===== config.mk =====
export PLATFORM = sky130hd
export DESIGN_NAME = alu_seq
export DESIGN_NICKNAME = d
export VERILOG_FILES = /design/src/rtl/alu_seq.sv
export SDC_FILE = /design/constraint.sdc
export NUM_CORES = 1
export LEC_CHECK = 0
export ABC_AREA = 0
export CAP_MARGIN = 20
export CORE_UTILIZATION = 50
export DETAILED_ROUTE_END_ITERATION = 10
export PLACE_DENSITY = 0.73
export SKIP_CTS_REPAIR_TIMING = 1
export SLEW_MARGIN = 10
export SYNTH_ARGS = -nofsm -noshare
export SYNTH_HDL_FRONTEND = slang
export SYNTH_SLANG_ARGS = --single-unit

===== constraint.sdc =====
create_clock -name clk_i -period 3.4 [get_ports clk_i]
set_clock_uncertainty 0.05 [all_clocks]
set_input_delay 0.51 -clock clk_i [delete_from_list [all_inputs] [get_ports clk_i]]
set_output_delay 0.51 -clock clk_i [all_outputs]
set_load 0.02 [all_outputs]

===== src/rtl/alu_seq.sv =====
// alu_seq: 8-function ALU with multi-cycle bit-serial shifter and registered result/flags.
// Latency: non-shift ops and zero-count shifts complete at the accept edge; shifts by n>=1 take n more edges.
// Backpressure: busy_o=1 while a shift runs; start_i is ignored then. start_i is accepted again in the done_o cycle.
//
// Ports:
//   clk_i           sole clock, rising edge
//   rst_i           asynchronous active-high reset
//   start_i         operation request (accepted only when busy_o=0)
//   func_i[2:0]     000 SUB, 001 XOR, 010 PASS A, 011 PASS B, 100 ADD, 101 AND, 110 SHL, 111 SHR
//   a_i, b_i        operands; b_i[SHIFT_BITS-1:0] is the shift count
//   c_in_i          carry-in (ADD) / borrow-in (SUB)
//   out_o           registered result
//   c_out_o, z_out_o, n_out_o, v_out_o   carry/borrow, zero, negative, signed overflow
//   busy_o          shift in progress
//   done_o          one-cycle completion pulse
module alu_seq #(
   parameter int WIDTH      = 16,
   parameter int SHIFT_BITS = 4
) (
   input  logic                  clk_i,
   input  logic                  rst_i,
   input  logic                  start_i,
   input  logic [2:0]            func_i,
   input  logic [WIDTH-1:0]      a_i,
   input  logic [WIDTH-1:0]      b_i,
   input  logic                  c_in_i,
   output logic [WIDTH-1:0]      out_o,
   output logic                  c_out_o,
   output logic                  z_out_o,
   output logic                  n_out_o,
   output logic                  v_out_o,
   output logic                  busy_o,
   output logic                  done_o
);

   typedef enum logic {IDLE, SHIFT} state_t;

   localparam logic [2:0] F_SUB  = 3'b000;
   localparam logic [2:0] F_XOR  = 3'b001;
   localparam logic [2:0] F_PASA = 3'b010;
   localparam logic [2:0] F_PASB = 3'b011;
   localparam logic [2:0] F_ADD  = 3'b100;
   localparam logic [2:0] F_AND  = 3'b101;
   localparam logic [2:0] F_SHL  = 3'b110;
   localparam logic [2:0] F_SHR  = 3'b111;

   localparam logic [SHIFT_BITS-1:0] CNT_ONE  = {{(SHIFT_BITS-1){1'b0}}, 1'b1};
   localparam logic [SHIFT_BITS-1:0] CNT_ZERO = '0;

   state_t                state_q;
   logic [WIDTH-1:0]      shreg_q;
   logic [SHIFT_BITS-1:0] cnt_q;
   logic                  dir_q;      // 1 = shift right
   logic [WIDTH-1:0]      out_q;
   logic                  c_q, z_q, n_q, v_q;
   logic                  busy_q, done_q;

   logic [WIDTH:0]        sum_w, dif_w;
   logic [WIDTH-1:0]      res_d;
   logic                  c_d, v_d;
   logic [WIDTH-1:0]      sh_next_d;
   logic                  sh_bit_d;
   logic [SHIFT_BITS-1:0] shamt;
   logic                  is_shift;

   assign shamt    = b_i[SHIFT_BITS-1:0];
   assign is_shift = (func_i == F_SHL) || (func_i == F_SHR);

   // One extra bit catches the carry (ADD) or the borrow (SUB): a negative
   // difference wraps with bit WIDTH set.
   assign sum_w = {1'b0, a_i} + {1'b0, b_i} + {{WIDTH{1'b0}}, c_in_i};
   assign dif_w = {1'b0, a_i} - {1'b0, b_i} - {{WIDTH{1'b0}}, c_in_i};

   // Single-cycle result; shifts only take this path with a zero count.
   always_comb begin
      res_d = a_i;
      c_d   = 1'b0;
      v_d   = 1'b0;
      case (func_i)
         F_SUB: begin
            res_d = dif_w[WIDTH-1:0];
            c_d   = dif_w[WIDTH];
            v_d   = (a_i[WIDTH-1] != b_i[WIDTH-1]) && (res_d[WIDTH-1] != a_i[WIDTH-1]);
         end
         F_ADD: begin
            res_d = sum_w[WIDTH-1:0];
            c_d   = sum_w[WIDTH];
            v_d   = (a_i[WIDTH-1] == b_i[WIDTH-1]) && (res_d[WIDTH-1] != a_i[WIDTH-1]);
         end
         F_XOR:  res_d = a_i ^ b_i;
         F_AND:  res_d = a_i & b_i;
         F_PASA: res_d = a_i;
         F_PASB: res_d = b_i;
         F_SHL,
         F_SHR:  res_d = a_i;
         default: res_d = a_i;
      endcase
   end

   // One shift step; the bit leaving the register on the final step is the carry.
   always_comb begin
      sh_next_d = dir_q ? {1'b0, shreg_q[WIDTH-1:1]} : {shreg_q[WIDTH-2:0], 1'b0};
      sh_bit_d  = dir_q ? shreg_q[0] : shreg_q[WIDTH-1];
   end

   always_ff @(posedge clk_i or posedge rst_i) begin
      if (rst_i) begin
         state_q <= IDLE;
         shreg_q <= '0;
         cnt_q   <= '0;
         dir_q   <= 1'b0;
         out_q   <= '0;
         c_q     <= 1'b0;
         z_q     <= 1'b0;
         n_q     <= 1'b0;
         v_q     <= 1'b0;
         busy_q  <= 1'b0;
         done_q  <= 1'b0;
      end else begin
         done_q <= 1'b0;
         case (state_q)
            IDLE: begin
               if (start_i) begin
                  if (is_shift && (shamt != CNT_ZERO)) begin
                     state_q <= SHIFT;
                     busy_q  <= 1'b1;
                     shreg_q <= a_i;
                     cnt_q   <= shamt;
                     dir_q   <= func_i[0];
                  end else begin
                     out_q  <= res_d;
                     c_q    <= c_d;
                     v_q    <= v_d;
                     z_q    <= (res_d == '0);
                     n_q    <= res_d[WIDTH-1];
                     done_q <= 1'b1;
                  end
               end
            end
            SHIFT: begin
               shreg_q <= sh_next_d;
               cnt_q   <= cnt_q - CNT_ONE;
               if (cnt_q == CNT_ONE) begin
                  state_q <= IDLE;
                  busy_q  <= 1'b0;
                  out_q   <= sh_next_d;
                  c_q     <= sh_bit_d;
                  v_q     <= 1'b0;
                  z_q     <= (sh_next_d == '0);
                  n_q     <= sh_next_d[WIDTH-1];
                  done_q  <= 1'b1;
               end
            end
            default: state_q <= IDLE;
         endcase
      end
   end

   assign out_o   = out_q;
   assign c_out_o = c_q;
   assign z_out_o = z_q;
   assign n_out_o = n_q;
   assign v_out_o = v_q;
   assign busy_o  = busy_q;
   assign done_o  = done_q;

endmodule

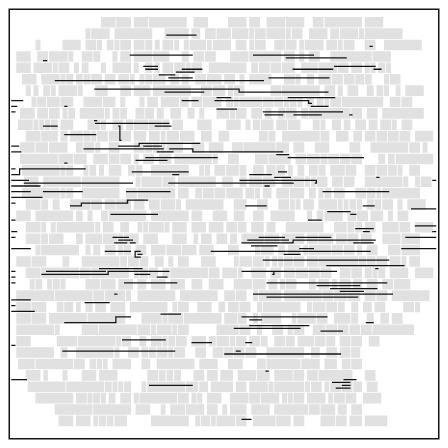
(run_1/met3.png)
Cells faint in the background.
nets with wire on the layer: 116
share of all routed wire: 7.4%
wire length on this layer: 1,320 microns
longest straight run: 49.7 microns
main direction: horizontal
Vias: 5,660
GRT met3 Usage: 3.21%

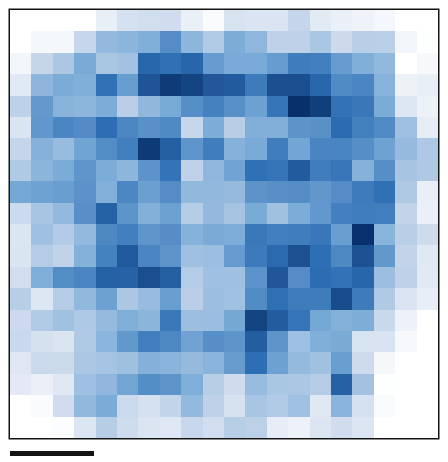
(run_1/wire_density.png)
The bar under the picture is 20 microns long. 20 x 20 tiles, from white (low) to dark blue (high), scaled to the fullest tile. Values are wire area over tile area, all layers added.
tiles over half the peak: 38%
fullest tile: 0.65
nearly empty tiles: 6.2%
DR WL/cell: 18.4 microns
Total GRT Usage: 33.0%
final WL: 17,900 microns

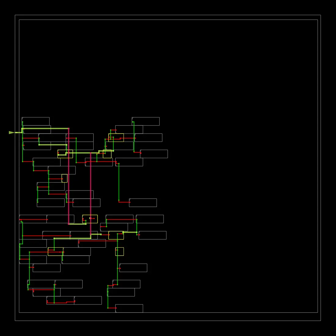
(run_1/final_clocks.png)
P_clk: 320 uW
CTS Buf Count: 5
flop count: 43
worst-skew pair later-pin latency: 290 ps
CTS Sinks: 43

-- run 1: through the flow --
stage	util, %	setup WS [ps]
finish	77.1	-181
global route	77.1	-239
CTS	71.6	-698
detailed placement	70.7	-978
global placement	70.7	-995
floorplan	-	-25.4
-- run 1: routing by layer --
| metal | track usage (%) | wire [microns] | vias to the layer above |
|---|---|---|---|
| met1 | 46.3 | 7830 | 2675 |
| met5 | 0 | 0 | - |
| li1 | - | - | 2688 |
| met4 | 10.0 | 469 | 0 |
| met3 | 3.21 | 1320 | 37 |
| met2 | 53.8 | 8290 | 260 |
-- run 1: sequential cells by signal, indices dropped and copies added (netlist names) --
signal,count
busy_o,1
done_o,1
out_o,15
shreg_q,16
v_out_o,1
c_out_o,1
cnt_q,4
dir_q,1
state_q,1
z_out_o,1
n_out_o,1
==> flow_summary.ini, run 1 <==
; yosys + openroad results
[finish]
syn_to_final_growth_pct = 50.1
final_cell_mix = 163 x buf_4, 64 x nand2_1, 48 x inv_1
fin_cells = 972
register_area_sq_mm = 0.00108
drive_above_1_share_pct = 31.7

[synth]
yosysWarnings = 0
synthXorXnorAreaFrac_pct = 3.66
synth-edff-count = 0
synth.distinct_cells = 71
ys_top_logic_family = AND-OR/OR-AND gates
syn_area_sq_mm = 0.00502
top_cells_by_area = dfrtp_1 21%, ha_1 12%, mux2i_1 6.0%
ys_cells = 642
ys_seq_elements = 43
synth_area_per_cell_sq_um = 7.82
top_area_share_pct = 21.4

[sta]
setup_slack_ps = -181
fin_hold_ws_ps = 430
finalMaxSlewViolations = 0
rsz0062_at_grt = true
setup_viol = 1
timing.fmax_mhz = 279
slew_headroom_pct = 44.5

[power_and_ir_drop]
switchingPower_mw = 1.63
p_int_mw = 2.02
p_leak_nw = 3.47
maxPowerGroup = combinational logic
clock_power_share_pct = 8.8
sequentialPowerShare_pct = 27.2
comb_cell_power_mw = 2.34

[run_status]
violations = setup timing
status = finished with violations

[global_route]
gr-total-overflow = 0
grt_max_degree = 40
grt_pass1_vias = 5411
antenna_found_initial = 0

[place]
dp_hpwl_microns = 13600

[setup_path]
path_buffers = 5
cp_data_arrival_time_ps = 3760
worstPathRequired_ps = 3580
path_max_fanout = 6

[route]
first_pass_iters = 5

[clock_tree]
htree_levels = 2
ctsRootBufferMaster = clkbuf_8

[run]
log.warning_count = 45

[die]
chipArea_sq_mm = 0.0104
==> run_1/zoom.png <==
Window x 31 to 71, y 31 to 71 microns. Cells in grey, sequential cells in the stronger grey; small squares are vias.
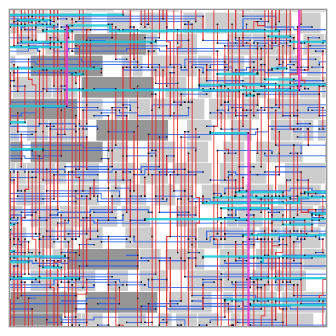

==> run 2, diff against run 1 <==
--- a/config.mk
+++ b/config.mk
@@ -7,6 +7,7 @@
 export LEC_CHECK = 0
 export ABC_AREA = 0
 export CAP_MARGIN = 20
+export CORE_MARGIN = 2
 export CORE_UTILIZATION = 50
 export DETAILED_ROUTE_END_ITERATION = 10
 export PLACE_DENSITY = 0.73
==> constraint.sdc (replaced) <==
create_clock -name clk_i -period 3.4 [get_ports clk_i]
set_clock_uncertainty 0.05 [all_clocks]
set_input_delay 0.68 -clock clk_i [delete_from_list [all_inputs] [get_ports clk_i]]
set_output_delay 0.68 -clock clk_i [all_outputs]
set_load 0.02 [all_outputs]
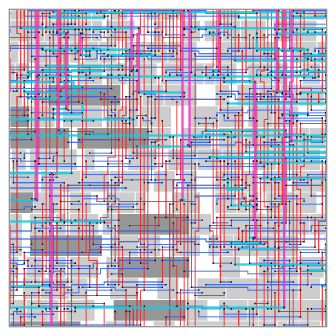
(run_2/zoom.png)
Window x 32 to 72, y 32 to 72 microns. Cells in grey, sequential cells in the stronger grey; small squares are vias.
| layer | colour |
|---|---|
| met1 | blue |
| met2 | red |
| met4 | magenta |
| met3 | cyan |
sequential cells in the window: 7
netlist names of flops here include: `shreg_q` (6), `out_o` (1)
cells with their middle in the window: 140
most frequent: buf_4 (22), mux2i_1 (16), nand2_1 (15)

==> flow_summary.ini, run 2 <==
; yosys + openroad results
[run_status]
status = finished with violations
violations = setup timing

[clock_tree]
ctsRootBufferMaster = clkbuf_8
clk_latency_ps = 300
cts_buffers = 5
cts_sinks = 43
htree_levels = 2

[setup_path]
cp_data_arrival_time_ps = 3800
worstPathRequired_ps = 3580
path_max_fanout = 5

[route]
wl_met3_microns = 1650
wl_per_cell_microns = 18.8
first_pass_iters = 5
top_layer = met4

[global_route]
gr-usage-met2_pct = 48.6
use_met1_pct = 44.4
grt_pass1_vias = 5457
antenna_found_initial = 0
top_usage_layer = met2
grtUsageMet3_pct = 4.57
grt_usage_pct = 30.9
gr-total-overflow = 0

[sta]
setup_slack_ps = -220
finalMaxSlewViolations = 0
setup_viol = 1
timing.fmax_mhz = 276
rsz0062_at_grt = true

[synth]
synth-edff-count = 0
top_cells_by_area = dfrtp_1 21%, ha_1 12%, mux2i_1 6.0%
ys_cells = 642
ys_top_logic_family = AND-OR/OR-AND gates
yosysWarnings = 0

[power_and_ir_drop]
pwr.group.clock_uw = 323
p_int_mw = 2.03
comb_cell_power_mw = 2.41
maxPowerGroup = combinational logic
sequentialPowerShare_pct = 26.1
switchingPower_mw = 1.66

[place]
preCtsSetupSlack_ps = -1110
dp_hpwl_microns = 13300

[finish]
fin_cells = 967
final_cell_mix = 158 x buf_4, 64 x nand2_1, 44 x inv_1
register_area_sq_mm = 0.00108

[die]
chipArea_sq_mm = 0.0109
-- run 2: cell counts after synthesis --
Identical to the previous run, type by type.
-- run 2: worst max-delay path: stages --
cell,delay (ps)
dlymetal6s2s_1,130
inv_2,70
ha_4,290
inv_2,50
ha_4,230
a41o_1,220
a221o_1,420
a31oi_4,250
mux2i_1,220
o211ai_1,120
or4_4,560
or4_4,430
o21ai_2,130
-- run 2: cell type report --
class | count | area share [%]
Sequential cell | 43 | 14.2
Multi-Input combinational cell | 499 | 54.2
Clock inverter | 3 | 0.264
Clock buffer | 5 | 0.908
Tap cell | 133 | 2.20
Timing Repair Buffer | 221 | 25.0
Inverter | 63 | 3.19
No activity file was given, so power comes from the tool's default toggle rates.
